$ cat config.mk
export PLATFORM = sky130hd
export DESIGN_NAME = raster_compositor
export DESIGN_NICKNAME = d
export VERILOG_FILES = /design/src/rtl/raster_compositor_pkg.sv /design/src/rtl/raster_compositor_vga_timing.sv /design/src/rtl/raster_compositor.sv
export SDC_FILE = /design/constraint.sdc
export NUM_CORES = 1
export LEC_CHECK = 0
export ABC_AREA = 1
export CORE_MARGIN = 8
export CORE_UTILIZATION = 34
export CTS_CLUSTER_DIAMETER = 50
export DETAILED_ROUTE_END_ITERATION = 10
export MAX_ROUTING_LAYER = met4
export PLACE_DENSITY = 0.7
export SYNTH_ARGS = -nofsm -noshare
export SYNTH_HDL_FRONTEND = slang
export SYNTH_SLANG_ARGS = --single-unit
$ cat constraint.sdc
create_clock -name clk -period 3.2 [get_ports clk]
set_input_delay 0.32 -clock clk [delete_from_list [all_inputs] [get_ports clk]]
set_output_delay 0.32 -clock clk [all_outputs]
set_load 0.01 [all_outputs]
$ cat src/rtl/raster_compositor_pkg.sv
// raster_compositor_pkg
// Shared color definitions for the paint display: the layer color codes,
// the 24-bit RGB palette and the code-to-RGB lookup used by the compositor.
package raster_compositor_pkg;

   localparam int COLOR_WIDTH = 3;

   localparam logic [COLOR_WIDTH-1:0] COLOR_NONE  = 3'd0;
   localparam logic [COLOR_WIDTH-1:0] COLOR_BLACK = 3'd1;
   localparam logic [COLOR_WIDTH-1:0] COLOR_WHITE = 3'd2;
   localparam logic [COLOR_WIDTH-1:0] COLOR_RED   = 3'd3;
   localparam logic [COLOR_WIDTH-1:0] COLOR_GREEN = 3'd4;
   localparam logic [COLOR_WIDTH-1:0] COLOR_BLUE  = 3'd5;

   localparam logic [23:0] RGB_BLACK = 24'h000000;
   localparam logic [23:0] RGB_WHITE = 24'hFFFFFF;
   localparam logic [23:0] RGB_RED   = 24'hFF0000;
   localparam logic [23:0] RGB_GREEN = 24'h00FF00;
   localparam logic [23:0] RGB_BLUE  = 24'h0000FF;

   // NONE is only meaningful as "transparent" in the overlay; if it ever
   // reaches the palette it shows as black, as do unassigned codes.
   function automatic logic [23:0] color_to_rgb(input logic [COLOR_WIDTH-1:0] code);
      logic [23:0] rgb;
      case (code)
         COLOR_WHITE: rgb = RGB_WHITE;
         COLOR_RED:   rgb = RGB_RED;
         COLOR_GREEN: rgb = RGB_GREEN;
         COLOR_BLUE:  rgb = RGB_BLUE;
         default:     rgb = RGB_BLACK;
      endcase
      return rgb;
   endfunction

endpackage

$ cat src/rtl/raster_compositor_vga_timing.sv
// vga_timing
// Horizontal/vertical scan counters for a VGA-style frame. Advances one
// pixel per pix_en strobe and decodes active video and the raw syncs from
// the current counter values.
// Ports:
//   clk, reset        clock, synchronous active-high reset
//   pix_en            pixel-advance strobe
//   h_cnt_o, v_cnt_o  current scan position
//   active_o          position is inside the visible area
//   hs_raw_o          horizontal sync, low during the sync interval
//   vs_raw_o          vertical sync, low during the sync interval
//   frame_start_o     one-clk pulse after the edge that wraps to (0,0)
module vga_timing #(
   parameter int WIDTH  = 640,
   parameter int HEIGHT = 480,
   parameter int H_FP   = 16,
   parameter int H_SYNC = 96,
   parameter int H_BP   = 48,
   parameter int V_FP   = 10,
   parameter int V_SYNC = 2,
   parameter int V_BP   = 33,
   parameter int HW     = $clog2(WIDTH + H_FP + H_SYNC + H_BP),
   parameter int VW     = $clog2(HEIGHT + V_FP + V_SYNC + V_BP)
) (
   input  logic          clk,
   input  logic          reset,
   input  logic          pix_en,
   output logic [HW-1:0] h_cnt_o,
   output logic [VW-1:0] v_cnt_o,
   output logic          active_o,
   output logic          hs_raw_o,
   output logic          vs_raw_o,
   output logic          frame_start_o
);

   localparam int H_TOTAL = WIDTH + H_FP + H_SYNC + H_BP;
   localparam int V_TOTAL = HEIGHT + V_FP + V_SYNC + V_BP;

   localparam logic [HW-1:0] H_LAST   = HW'(H_TOTAL - 1);
   localparam logic [HW-1:0] H_ACT    = HW'(WIDTH);
   localparam logic [HW-1:0] HS_START = HW'(WIDTH + H_FP);
   localparam logic [HW-1:0] HS_END   = HW'(WIDTH + H_FP + H_SYNC);
   localparam logic [VW-1:0] V_LAST   = VW'(V_TOTAL - 1);
   localparam logic [VW-1:0] V_ACT    = VW'(HEIGHT);
   localparam logic [VW-1:0] VS_START = VW'(HEIGHT + V_FP);
   localparam logic [VW-1:0] VS_END   = VW'(HEIGHT + V_FP + V_SYNC);

   logic [HW-1:0] h_cnt_q, h_cnt_d;
   logic [VW-1:0] v_cnt_q, v_cnt_d;
   logic          frame_start_q, frame_start_d;

   always_comb begin
      h_cnt_d       = h_cnt_q;
      v_cnt_d       = v_cnt_q;
      frame_start_d = 1'b0;
      if (pix_en) begin
         if (h_cnt_q == H_LAST) begin
            h_cnt_d = '0;
            if (v_cnt_q == V_LAST) begin
               v_cnt_d       = '0;
               frame_start_d = 1'b1;
            end else begin
               v_cnt_d = v_cnt_q + VW'(1);
            end
         end else begin
            h_cnt_d = h_cnt_q + HW'(1);
         end
      end
   end

   always_ff @(posedge clk) begin
      if (reset) begin
         h_cnt_q       <= '0;
         v_cnt_q       <= '0;
         frame_start_q <= 1'b0;
      end else begin
         h_cnt_q       <= h_cnt_d;
         v_cnt_q       <= v_cnt_d;
         frame_start_q <= frame_start_d;
      end
   end

   assign h_cnt_o       = h_cnt_q;
   assign v_cnt_o       = v_cnt_q;
   assign active_o      = (h_cnt_q < H_ACT) && (v_cnt_q < V_ACT);
   assign hs_raw_o      = !((h_cnt_q >= HS_START) && (h_cnt_q < HS_END));
   assign vs_raw_o      = !((v_cnt_q >= VS_START) && (v_cnt_q < VS_END));
   assign frame_start_o = frame_start_q;

endmodule

$ cat src/rtl/raster_compositor.sv
// raster_compositor
// Raster-scan reader for the paint display. Requests each visible pixel from
// the cursor overlay and canvas stores, composites the returned codes (cursor
// wins unless NONE), maps through the palette and registers RGB, syncs and
// blanking together so they stay aligned.
// Optional build macro: COMPOSITOR_BORDER_EN draws a white 1-pixel frame
// around the visible area, overriding both layers.
// Ports:
//   clk, reset                   clock, synchronous active-high reset
//   pix_en                       pixel-advance strobe
//   req_x, req_y                 position requested from both layers (0 when blanked)
//   cursor_color, canvas_color   layer data for the current request
//   vga_r, vga_g, vga_b          registered pixel color
//   vga_hs_n, vga_vs_n           registered syncs, active-low
//   vga_blank_n                  registered, high during active video
//   frame_start                  one-clk pulse when the scan wraps to (0,0)
module raster_compositor
   import raster_compositor_pkg::*;
#(
   parameter int WIDTH  = 640,
   parameter int HEIGHT = 480,
   parameter int H_FP   = 16,
   parameter int H_SYNC = 96,
   parameter int H_BP   = 48,
   parameter int V_FP   = 10,
   parameter int V_SYNC = 2,
   parameter int V_BP   = 33
) (
   input  logic                       clk,
   input  logic                       reset,
   input  logic                       pix_en,
   output logic [$clog2(WIDTH)-1:0]   req_x,
   output logic [$clog2(HEIGHT)-1:0]  req_y,
   input  logic [COLOR_WIDTH-1:0]     cursor_color,
   input  logic [COLOR_WIDTH-1:0]     canvas_color,
   output logic [7:0]                 vga_r,
   output logic [7:0]                 vga_g,
   output logic [7:0]                 vga_b,
   output logic                       vga_hs_n,
   output logic                       vga_vs_n,
   output logic                       vga_blank_n,
   output logic                       frame_start
);

   localparam int HW = $clog2(WIDTH + H_FP + H_SYNC + H_BP);
   localparam int VW = $clog2(HEIGHT + V_FP + V_SYNC + V_BP);
   localparam int XW = $clog2(WIDTH);
   localparam int YW = $clog2(HEIGHT);

   logic [HW-1:0] h_cnt;
   logic [VW-1:0] v_cnt;
   logic          active;
   logic          hs_raw;
   logic          vs_raw;

   vga_timing #(
      .WIDTH  (WIDTH),
      .HEIGHT (HEIGHT),
      .H_FP   (H_FP),
      .H_SYNC (H_SYNC),
      .H_BP   (H_BP),
      .V_FP   (V_FP),
      .V_SYNC (V_SYNC),
      .V_BP   (V_BP),
      .HW     (HW),
      .VW     (VW)
   ) u_timing (
      .clk           (clk),
      .reset         (reset),
      .pix_en        (pix_en),
      .h_cnt_o       (h_cnt),
      .v_cnt_o       (v_cnt),
      .active_o      (active),
      .hs_raw_o      (hs_raw),
      .vs_raw_o      (vs_raw),
      .frame_start_o (frame_start)
   );

   // Requests come straight off the counters so the stores see the new
   // position a full clk before the next strobe can consume the data.
   assign req_x = active ? XW'(h_cnt) : '0;
   assign req_y = active ? YW'(v_cnt) : '0;

   logic [COLOR_WIDTH-1:0] color_sel;
   logic [23:0]            pix_rgb;

`ifdef COMPOSITOR_BORDER_EN
   localparam logic [HW-1:0] X_LAST = HW'(WIDTH - 1);
   localparam logic [VW-1:0] Y_LAST = VW'(HEIGHT - 1);
   logic on_border;
   assign on_border = (h_cnt == '0) || (h_cnt == X_LAST) ||
                      (v_cnt == '0) || (v_cnt == Y_LAST);
`endif

   always_comb begin
      color_sel = (cursor_color != COLOR_NONE) ? cursor_color : canvas_color;
      pix_rgb   = color_to_rgb(color_sel);
`ifdef COMPOSITOR_BORDER_EN
      if (on_border) begin
         pix_rgb = RGB_WHITE;
      end
`endif
      if (!active) begin
         pix_rgb = RGB_BLACK;
      end
   end

   logic [23:0] rgb_q;
   logic        hs_n_q;
   logic        vs_n_q;
   logic        blank_n_q;

   always_ff @(posedge clk) begin
      if (reset) begin
         rgb_q     <= RGB_BLACK;
         hs_n_q    <= 1'b1;
         vs_n_q    <= 1'b1;
         blank_n_q <= 1'b0;
      end else if (pix_en) begin
         rgb_q     <= pix_rgb;
         hs_n_q    <= hs_raw;
         vs_n_q    <= vs_raw;
         blank_n_q <= active;
      end
   end

   assign vga_r       = rgb_q[23:16];
   assign vga_g       = rgb_q[15:8];
   assign vga_b       = rgb_q[7:0];
   assign vga_hs_n    = hs_n_q;
   assign vga_vs_n    = vs_n_q;
   assign vga_blank_n = blank_n_q;

endmodule

==> run_results.csv, run 1 <==
group,metric,value,unit
global_routing,antenna_found_initial,0,
clock_network,root_buffer,"clkbuf_8",
finish,final_area,0.002335,sq mm
pwr,switchingPower,155.5,uW
clock_network,htreeDepth,1,
final_timing,finalSetupViolCount,0,
floorplanning,fp-utilization,34.50,%
routing,dr_wl_met2,2104,um
pwr,ir_drop,0.1207,mV
yosys,synthTopCellsByCount,"nand2_1, nor2_1, inv_1, dfxtp_1, buf_4",
yosys,synth-main-ff-cell,"dfxtp_1",
floorplanning,rows,27,
routing,viasPerCell,4.563,
setup_path,worstSetupPathType,"reg2out",
pwr,maxPowerGroup,"registers",
clock_network,clock-sinks,27,
pwr,sequentialPowerShare,54.9,%
setup_path,reg2reg_slack,1.66,ns
clock_network,cts_tree,"done",
floorplanning,fp.dieH,89.83,um
setup_path,critPathLaunchType,"flop",
final_timing,min_period,2.282,ns
placed_design,post_dp_cell_area,0.002290,sq mm
routing,antenna_left,0,
pwr,p_comb,94.5,uW
final_timing,timing.hold.ws,0.4792,ns
clock_network,post-cts-setup-buffers,0,
yosys,synth.most_common_cell,"nand2_1",
yosys,synth-seq-area-share,29.17,%
routing,first_pass_iters,4,
global_routing,first_global_vias,1695,
clock_network,numCtsBuffers,3,
setup_path,crit_fanout,18,
placed_design,placed_cells,376,
setup_path,slowest_delay,0.49,ns
global_routing,grt_pass1_wl,7548,um
routing,top_layer_used,"met4",
setup_path,worst_setup_path_end_kind,"output port",
finish,area_growth,26.00,%
final_timing,fin_skew,0.003948,ns
worst_hold_path,min-delay-start,"vga_hs_n$_SDFFE_PP1P_",
routing,wl_met1,1921,um
global_routing,grt.total_usage,10.98,%
routing,routedWlPerCell,11.57,um
setup_path,r2r_start,"u_timing.h_cnt_o[0]$_SDFFE_PP0P_",
finish,final_cells,380,
yosys,synth_flop_count,27,
yosys,syn_nets,290,
setup_path,worstPathArrival,1.96,ns
global_routing,grt_max_degree,19,
yosys,edf_count,0,
clock_network,clkTransAtPathRegs,0.09,ns
yosys,synthCells,277,
placed_design,pre_cts_ws,1.226,ns
yosys,ys_warn_count,0,
worst_hold_path,hold_path.class,"reg2reg",
pwr,swShare,24.46,%
routing,drc,0,
job,cap_violations,0,
routing,route.met3.wl,301,um
global_routing,busiest_layer,"met2",
final_timing,fin_setup_tns,0,ns
yosys,synth.avg_cell_area,6.690,sq um
pwr,cellLeakagePower,0.9376,nW
final_timing,slew_headroom,52.76,%
yosys,yosys-stat-area,0.001853,sq mm
setup_path,cp_top_family,"simple AND/OR/NAND/NOR gates",
yosys,synth.top_cell.area_share,29.17,%
routing,drt_iter0_drc,136,
finish,finalNetCount,322,
pwr,combPwrFrac,14.9,%
final_timing,rsz0062_at_grt,"false",
pwr,p_clk_share,30.2,%
pwr,total_power,635.7,uW
placed_design,port_buffers,55,
placed_design,place_congestion,0.8347,
floorplanning,die_x,89.83,um
run_status,status,"completed",
clock_network,ctsResizeCount,0,
setup_path,worstPathCellList,"nand2_1, nor2_1, nand2_1, nand2_2, nor2_1, clkdlybuf4s50_1",
final_timing,fin_ws,0.9183,ns
setup_path,cp.required,2.88,ns
pwr,p_clk,192,uW
final_timing,worstMarginPinSlew,0.7064,ns
yosys,synth_stat.cells,277,
yosys,largest_area_cell,"dfxtp_1",
setup_path,startpoint,"u_timing.v_cnt_o[6]$_SDFFE_PP0P_",
final_timing,maxSlewViolCount,0,
yosys,topCellsByArea,"dfxtp_1, nand2_1, buf_4, nor2_1, inv_1",
finish,drive_gt1_share,8.442,%
floorplanning,dieArea,0.008069,sq mm
global_routing,grt-ovfl-total,0,
final_timing,post-route-period-util,71.30,%
floorplanning,core,0.005371,sq mm
job,warnings,29,
final_timing,max_clock_freq,438.3,MHz
placed_design,dpl.hpwl,3476,um
clock_network,clock_path_buffers,2,
finish,final_util,43.47,%
final_timing,hold_violations,0,
yosys,synthArstFlopShare,0,%
pwr,p_per_area,272.3,mW/mm^2
pwr,pg_seq,349,uW
floorplanning,pin_count,56,
finish,antenna_cells,0,
setup_path,slowest_stage,"clkdlybuf4s50_1",
clock_network,ctsHoldBuffers,0,
yosys,yosys.cell_types.count,30,
clock_network,clk-insertion-delay-late,0.27,ns
setup_path,path_buffers,1,
pwr,p_int,480.2,uW
yosys,synth_area,0.001853,sq mm
==> run 1: state kept, by name (all words and copies together), names as in the netlist <==
name	count
vga_vs_n	1
u_timing.v_cnt_o	10
rgb_q	3
vga_hs_n	1
u_timing.frame_start_o	1
vga_blank_n	1
u_timing.h_cnt_o	10
==> run 1: placed cells by master, fill, tap and decap left out, drive strengths merged <==
cell type | netlist | final
dfxtp | 27 | 27
nand3b | 4 | 4
a21oi | 19 | 19
inv | 37 | 37
o21ai | 7 | 7
clkbuf | 2 | 4
nor3b | 4 | 4
nand3 | 18 | 18
nor4 | 1 | 1
nor2 | 49 | 49
ha | 4 | 4
clkdlybuf4s50 | 0 | 55
nand2 | 63 | 63
nor3 | 3 | 3
xor2 | 5 | 5
nand4 | 8 | 8
==> run 1: worst paths after layout <==
| check | to | cells past startpoint |
|---|---|---|
| max | req_x[3] | 6 |
| min | vga_hs_n$_SDFFE_PP1P_ | 2 |
| max reg2reg | u_timing.v_cnt_o[0]$_SDFFE_PP0P_ | 6 |
| min reg2reg | vga_hs_n$_SDFFE_PP1P_ | 2 |
==> run 1: kinds of logic (layout without fill, tap and decap cells) <==
logic type | count (synthesis) | after routing | synth area share, %
AOI/OAI and AO/OA | 26 | 26 | 7.022
xor gates and xnor gates | 5 | 5 | 2.363
adders and majority gates | 4 | 4 | 2.701
buffers and inverters | 65 | 96 | 18.50
DFF | 27 | 27 | 29.17
and+or+nand+nor | 150 | 150 | 40.24
==> run 1: area by class of cell <==
type / instances / area [sq um]
fill: 548 / 3037
multi-input combinational: 185 / 969.7
timing repair buffer: 55 / 550.5
sequential: 27 / 540.5
inverter: 37 / 138.9
tap: 72 / 90.09
clock buffer: 4 / 45.04
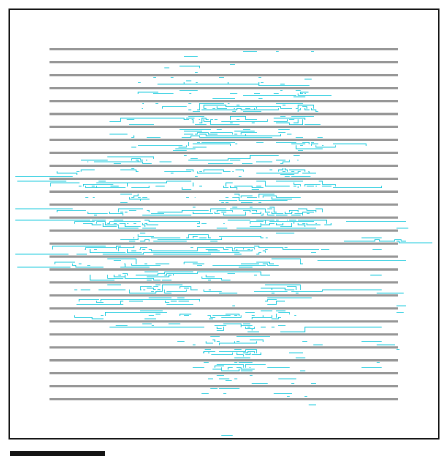
Figure 1: run 1, metal 1.
Scale bar: 20 um. Supply wires on this layer in grey.
main direction: horizontal
nets with wire on the layer: 291
share of all routed wire: 44%
M1 GR Usage: 11.76%
via count: 1734
routed wire length: 4395 um

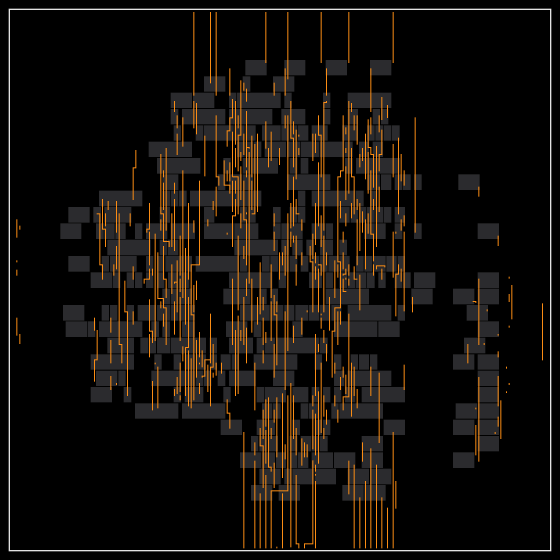
Figure 2: run 1, metal 2.
Cells faint in the background.
wire length on this layer: 2100 um
share of all routed wire: 48%
GR Layer Usage met2: 18.71%

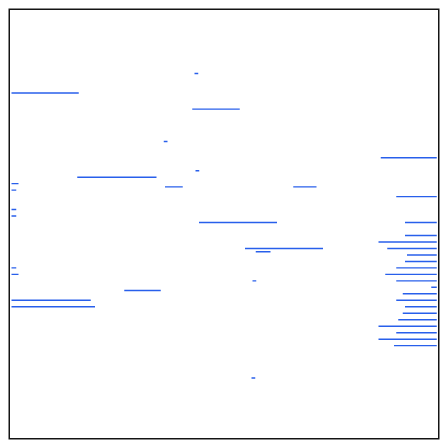
Figure 3: run 1, met3 routing.
share of all routed wire: 6.9%
wire length on this layer: 302 um
longest straight run: 17.2 um
main direction: horizontal
M3 GR Usage: 3.159%

Figure 4. Congestion heat map (run 1).
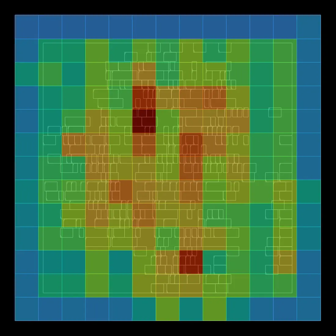

## Run 2: what changed since run 1
Settings changed: PLACE_DENSITY 0.7 to 0.72.
Clock period 3.2 ns to 1.8 ns, I/O delays scaled along.
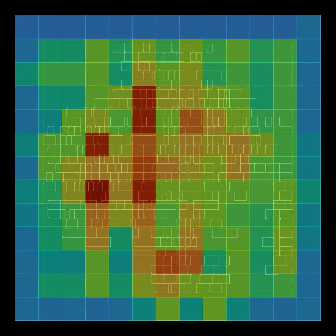
Figure 5: run 2, congestion heat map.
M1 GR Usage: 12.55%
Core Util, Final: 44.93%
M3 GR Usage: 2.660%
average wire per standard cell: 11.23 um
GR Layer Usage met2: 19.57%

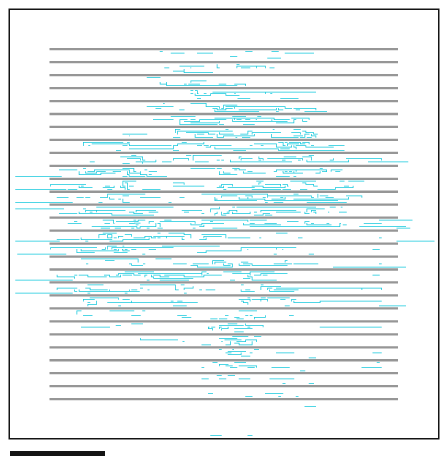
Figure 6: run 2, metal 1.
Scale bar: 20 um. Supply wires on this layer in grey.
longest straight run: 22.1 um
share of all routed wire: 44%
nets with wire on the layer: 293
via count: 1783
routed wire length: 4415 um

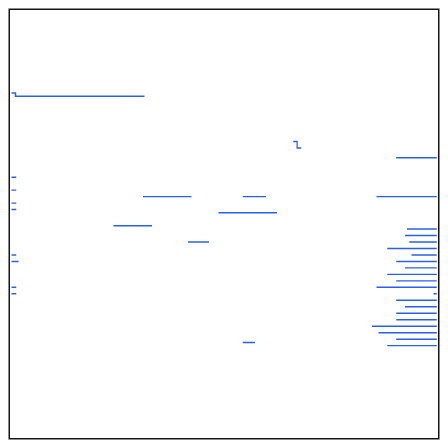
Figure 7: run 2, met3 routing.
main direction: horizontal
share of all routed wire: 5.7%

==> run 2 against run 1 <==
Compared with the run above: clock skew down 0.0016 ns; cell area up 3.4%; clock-buffer cell count down 1; non-clock buffer count up 13; clock power up about 80%; sequential share of layout area down 0.60 points; via count up 2.8%; wire length up 0.46%; core utilization up 1.5 points; power up 79%; worst hold slack worse by 0.0012 ns; critical path type unchanged; critical endpoint is now req_y[3]; largest power group unchanged.
==> run_results.csv, run 2 <==
group,metric,value,unit
yosys,synth.most_common_cell,"nand2_1",
finish,lay_top_cells,"nand2_1, nor2_1, clkdlybuf4s50_1",
yosys,syn_nets,290,
global_routing,grt_max_degree,16,
final_timing,rsz0062_at_grt,"true",
routing,drt_iter0_drc,77,
final_timing,worstMarginPinSlew,0.3109,ns
global_routing,first_global_vias,1796,
yosys,synth.top_cell.area_share,29.17,%
setup_path,rr_endpoint,"u_timing.v_cnt_o[0]$_SDFFE_PP0P_",
yosys,edf_count,0,
setup_path,slowest_delay,0.34,ns
worst_hold_path,hold_path.class,"reg2reg",
yosys,topCellsByArea,"dfxtp_1, nand2_1, buf_4, nor2_1, inv_1",
finish,area_growth,30.25,%
setup_path,path_depth,7,
yosys,synth-seq-area-share,29.17,%
setup_path,r2r_start,"u_timing.h_cnt_o[0]$_SDFFE_PP0P_",
setup_path,startpoint,"u_timing.v_cnt_o[7]$_SDFFE_PP0P_",
worst_hold_path,min-delay-start,"vga_vs_n$_SDFFE_PP1P_",
placed_design,port_buffers,55,
global_routing,grt_pass1_wl,7790,um
routing,drc,0,
floorplanning,pin_count,56,
floorplanning,die_x,89.83,um
placed_design,place_congestion,0.8955,
setup_path,critPathLaunchType,"flop",
floorplanning,fp.dieH,89.83,um
final_timing,fin_skew,0.002357,ns
finish,final_common_cell,"nand2_1",
clock_network,htreeDepth,1,
worst_hold_path,whs_path_depth,2,
pwr,p_per_area,470.5,mW/mm^2
yosys,synthArstFlopShare,0,%
setup_path,worstSetupPathType,"reg2out",
clock_network,clk-insertion-delay-late,0.27,ns
global_routing,antenna_found_initial,0,
global_routing,grt-ovfl-total,0,
placed_design,post_dp_cell_area,0.002400,sq mm
setup_path,critPathCapture,"req_y[3]",
final_timing,max_clock_freq,591.3,MHz
floorplanning,dieArea,0.008069,sq mm
routing,viasPerCell,4.537,
yosys,largest_area_cell,"dfxtp_1",
clock_network,clkTransAtPathRegs,0.09,ns
yosys,synthTopCellsByCount,"nand2_1, nor2_1, inv_1, dfxtp_1, buf_4",
final_timing,finalSetupViolCount,0,
clock_network,root_buffer,"clkbuf_8",
final_timing,slew_headroom,79.21,%
final_timing,maxSlewViolCount,0,
routing,antenna_left,0,
final_timing,post-route-period-util,93.95,%
setup_path,cp_top_family,"simple AND/OR/NAND/NOR gates",
finish,drive_gt1_share,16.20,%
job,cap_violations,0,
placed_design,dpl.hpwl,3547,um
clock_network,clock_path_buffers,2,
setup_path,cp.required,1.62,ns
job,warnings,30,
run_status,status,"completed",
pwr,cellLeakagePower,1.042,nW
setup_path,worstPathCellList,"nand2_1, nor2_2, nand2_1, nand2_2, buf_6, nor2_1, dlygate4sd2_1",
pwr,ir_drop,0.2499,mV
floorplanning,rows,27,
clock_network,numCtsBuffers,3,
clock_network,ctsHoldBuffers,0,
yosys,synth_area,0.001853,sq mm
yosys,synth_stat.cells,277,
[run 2: timing repair]
action                                  CTS  global route
resized                                  19            30
endpoints found under the setup margin   19            19
setup buffers                             0             0
cloned                                    0             0
pin swaps                                 0             2
[run 2: power breakdown]
| group | switching, mW | internal [mW] | total, mW |
|---|---|---|---|
| clock network | 0.191 | 0.155 | 0.346 |
| logic | 0.0801 | 0.0893 | 0.169 |
| registers | 0.0125 | 0.608 | 0.620 |
[run 2: layout make-up]
type,instances,area [sq um]
Tap cell,72,90.09
Clock inverter,1,5.005
Multi-Input combinational cell,185,972.2
Inverter,37,138.9
Clock buffer,3,41.29
Timing Repair Buffer,68,621.8
Fill cell,560,2958
Sequential cell,27,544.3
[run 2: worst min-delay path, cell delays in order (launching register included)]
cell     delay, ns
dfxtp_1       0.34
a21oi_1       0.06
o21ai_0       0.06
[run 2: per-layer routing]
metal	global-route usage, %	vias up	share of wire (%)
met1	12.55	805	44
met5	-	-	0
met3	2.660	2	5.7
met4	3.385	0	0.48
li1	-	933	-
met2	19.57	43	50
[run 2: metrics by stage]
step	instances	TNS [ns]	hold slack [ns]	setup WS, ns	utilization (%)
floorplan	277	0	0.4252	0.5645	-
global placement	389	0	0.4533	0.1366	44.68
detailed placement	389	0	0.4629	0.09484	44.68
CTS	393	0	0.4866	0.04841	45.10
global route	393	-0.02195	0.5149	-0.009845	44.93
finish	393	0	0.4780	0.1089	44.93
[run 2: cell families (layout without fill, tap and decap cells)]
kind of cell	after synthesis	after routing	share of synthesized area [%]
AND/OR/NAND/NOR	150	150	40.24
buffers and inverters	65	109	18.50
flip-flops	27	27	29.17
AND-OR/OR-AND	26	26	7.022
XOR/XNOR	5	5	2.363
adder cells (fa/ha/maj)	4	4	2.701
Figure 8. Metal 2 (run 2).
Cells faint in the background.
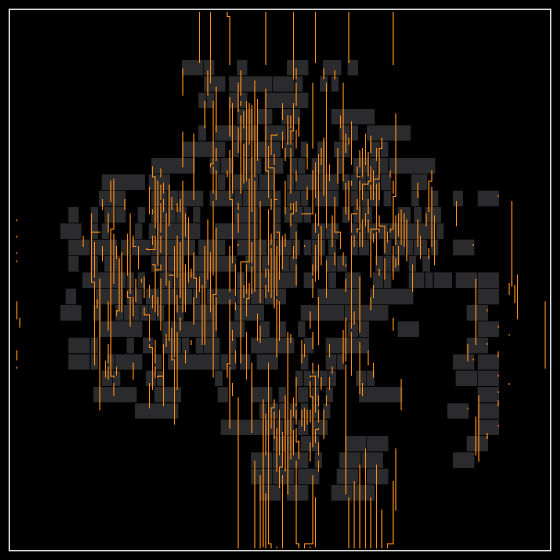

## Run 3: what changed since run 2
Settings changed: ABC_AREA 1 to not set, PLACE_DENSITY 0.72 to 0.74.
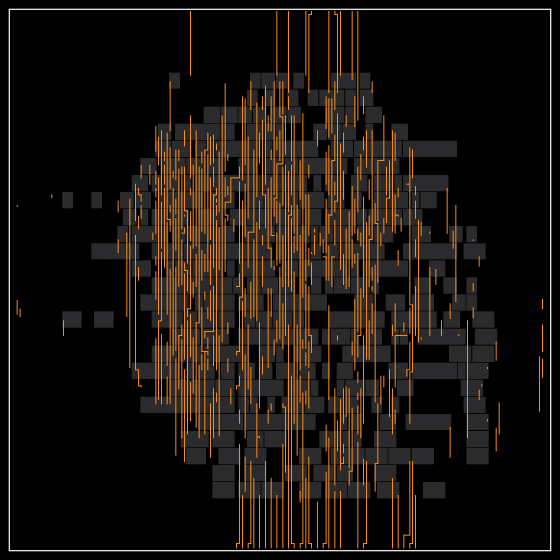
Figure 9: run 3, metal 2.
Cells faint in the background.
nets with wire on the layer: 254
wire length on this layer: 2990 um
longest straight run: 36.0 um
main direction: vertical
share of all routed wire: 54%
via count: 1699
GR Layer Usage met2: 27.01%
routed wire length: 5493 um

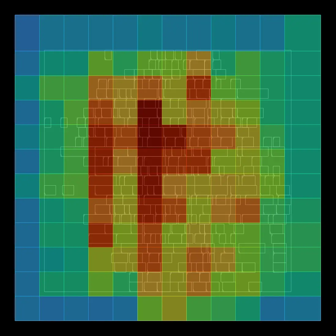
Figure 10: run 3, congestion heat map.
Core Util, Final: 55.81%
gr busiest metal: met2
Global Route Usage Sum: 14.37%
M1 GR Usage: 14.59%

==> run 3 against run 2 <==
Compared with the run above: the run now ends with negative setup slack left; register-to-register slack worse by 0.33 ns; power is 2.5% higher; critical endpoint is now u_timing.v_cnt_o[5]$_SDFFE_PP0P_; wire length grew 24%; critical path type is now reg2reg; via count fell by 4.7%.
==> run_results.csv, run 3 <==
group,metric,value,unit
run_status,status,"finished, violations left",
run_status,failed_checks,"negative setup slack",
finish,antenna_cells,0,
finish,flop_area,558.0,sq um
clock_network,htreeDepth,1,
yosys,synth-main-ff-cell,"dfxtp_1",
routing,antenna_left,0,
floorplanning,core,0.004723,sq mm
yosys,edf_count,0,
pwr,total_power,1.164,mW
setup_path,critPathCapture,"u_timing.v_cnt_o[5]$_SDFFE_PP0P_",
global_routing,antenna_found_initial,0,
yosys,ys_warn_count,0,
routing,first_pass_iters,4,
final_timing,worstMarginPinSlew,0.4436,ns
routing,viasPerCell,4.997,
finish,finalNetCount,287,
worst_hold_path,hold_path.class,"reg2reg",
yosys,synth-seq-area-share,32.38,%
final_timing,max_clock_freq,543.1,MHz
final_timing,maxSlewViolCount,0,
final_timing,min_period,1.841,ns
setup_path,slowest_stage,"or4_1",
yosys,yosys-stat-area,0.001669,sq mm
setup_path,rr_endpoint,"u_timing.v_cnt_o[5]$_SDFFE_PP0P_",
clock_network,clkTransAtPathRegs,0.09,ns
job,cap_violations,0,
pwr,ir_drop,0.2630,mV
setup_path,cp.required,2.01,ns
placed_design,place_congestion,0.8767,
pwr,cellLeakagePower,1.052,nW
yosys,synthCells,198,
yosys,synth.most_common_cell,"dfxtp_1",
floorplanning,fp.dieH,86.07,um
routing,drc,0,
global_routing,first_global_vias,1725,
global_routing,grt-ovfl-total,0,
final_timing,rsz0062_at_grt,"true",
clock_network,cts_tree,"done",
yosys,yosys.cell_types.count,45,
yosys,synth.avg_cell_area,8.430,sq um
final_timing,fin_ws,-0.04123,ns
finish,area_growth,57.95,%
final_timing,slew_headroom,70.01,%
yosys,synthTopCellsByCount,"dfxtp_1, buf_4, nor2_1, and2_1",
yosys,synth.top_cell.area_share,32.38,%
finish,drive_gt1_share,38.46,%
finish,final-comb-area,0.001064,sq mm
final_timing,fin_skew,0.003123,ns
pwr,p_per_area,441.5,mW/mm^2
floorplanning,pin_count,56,
clock_network,clock-sinks,27,
final_timing,finalSetupViolCount,7,
setup_path,reg2reg_slack,-0.04,ns
setup_path,worstSetupPathType,"reg2reg",
setup_path,reg2reg_depth,4,
placed_design,port_buffers,55,
yosys,synth_flop_count,27,
global_routing,grt_pass1_wl,8369,um
setup_path,slowest_delay,0.51,ns
floorplanning,fp-utilization,35.34,%
setup_path,worstPathArrival,2.06,ns
setup_path,worstPathCellList,"or2_1, or3_4, or4_1, a21oi_1",
yosys,synthArstFlopShare,0,%
setup_path,worst_setup_path_end_kind,"flop",
routing,routedWlPerCell,16.16,um
yosys,synth_stat.cells,198,
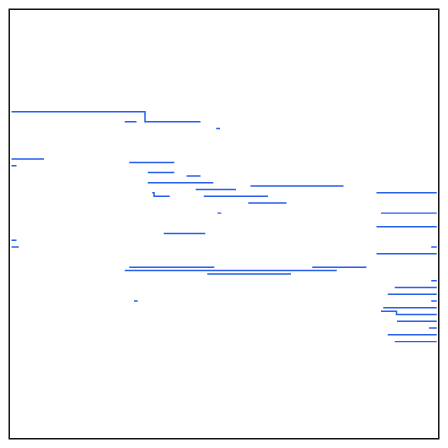
Figure 11: run 3, met3 routing.
share of all routed wire: 6.2%
main direction: horizontal
longest straight run: 42.3 um
nets with wire on the layer: 32
wire length on this layer: 340 um
M3 GR Usage: 3.152%

-- run 3: logic make-up (layout without fill, tap and decap cells) --
kind of cell,after synthesis,after routing,synth area share (%)
simple gates,86,86,30.96
buf+inv,40,115,14.69
fa+ha+maj,4,4,2.999
compound gates,26,26,10.87
mux,3,3,1.799
flops,27,27,32.38
xor+xnor,12,12,6.297
-- run 3: what timing repair did --
action | in CTS | in global routing
buffers inserted | 9 | 2
gates resized | 95 | 23
gates cloned | 1 | 1
hold buffers | 0 | 0
endpoints found under the setup margin | 25 | 32
pin swaps | 8 | 7
-- run 3: metrics by stage --
stage / instance area (sq um) / setup TNS [ns] / hold slack (ns) / std cells
2_1_floorplan: 1687 / 0 / 0.3113 / 198
3_3_place_gp: 2376 / -1.658 / 0.4567 / 325
3_5_place_dp: 2376 / -2.519 / 0.4631 / 325
4_1_cts: 2541 / -0.1156 / 0.4856 / 339
5_1_grt: 2636 / -0.3639 / 0.5068 / 340
6_report: 2636 / -0.1403 / 0.4840 / 340
-- run 3: worst max-delay path, delay by kind of cell, from the launching register on --
kind / cells / cell delay, ns
AND/OR/NAND/NOR: 3 / 1.33
AND-OR/OR-AND: 1 / 0.13
flip-flops: 1 / 0.33
-- run 3: power by group --
part	total, mW	switching, mW	internal (mW)
combinational	0.188	0.0838	0.105
clock	0.355	0.196	0.159
sequential	0.621	0.0135	0.607
-- run 3: area by class of cell --
type,count,share of cell area [%]
clock buffers,4,1.709
well taps,67,3.180
inverters,10,1.424
repair buffers,101,32.18
flip-flops and latches,27,21.17
multi-input cells,131,40.34
-- run 3: metal layers --
| layer | wire length, um | GRT usage (%) |
|---|---|---|
| met3 | 340 | 3.152 |
| met5 | 0 | - |
| met1 | 2080 | 14.59 |
| met2 | 2985 | 27.01 |
| met4 | 87 | 3.662 |
Power and IR drop assume default switching activity.
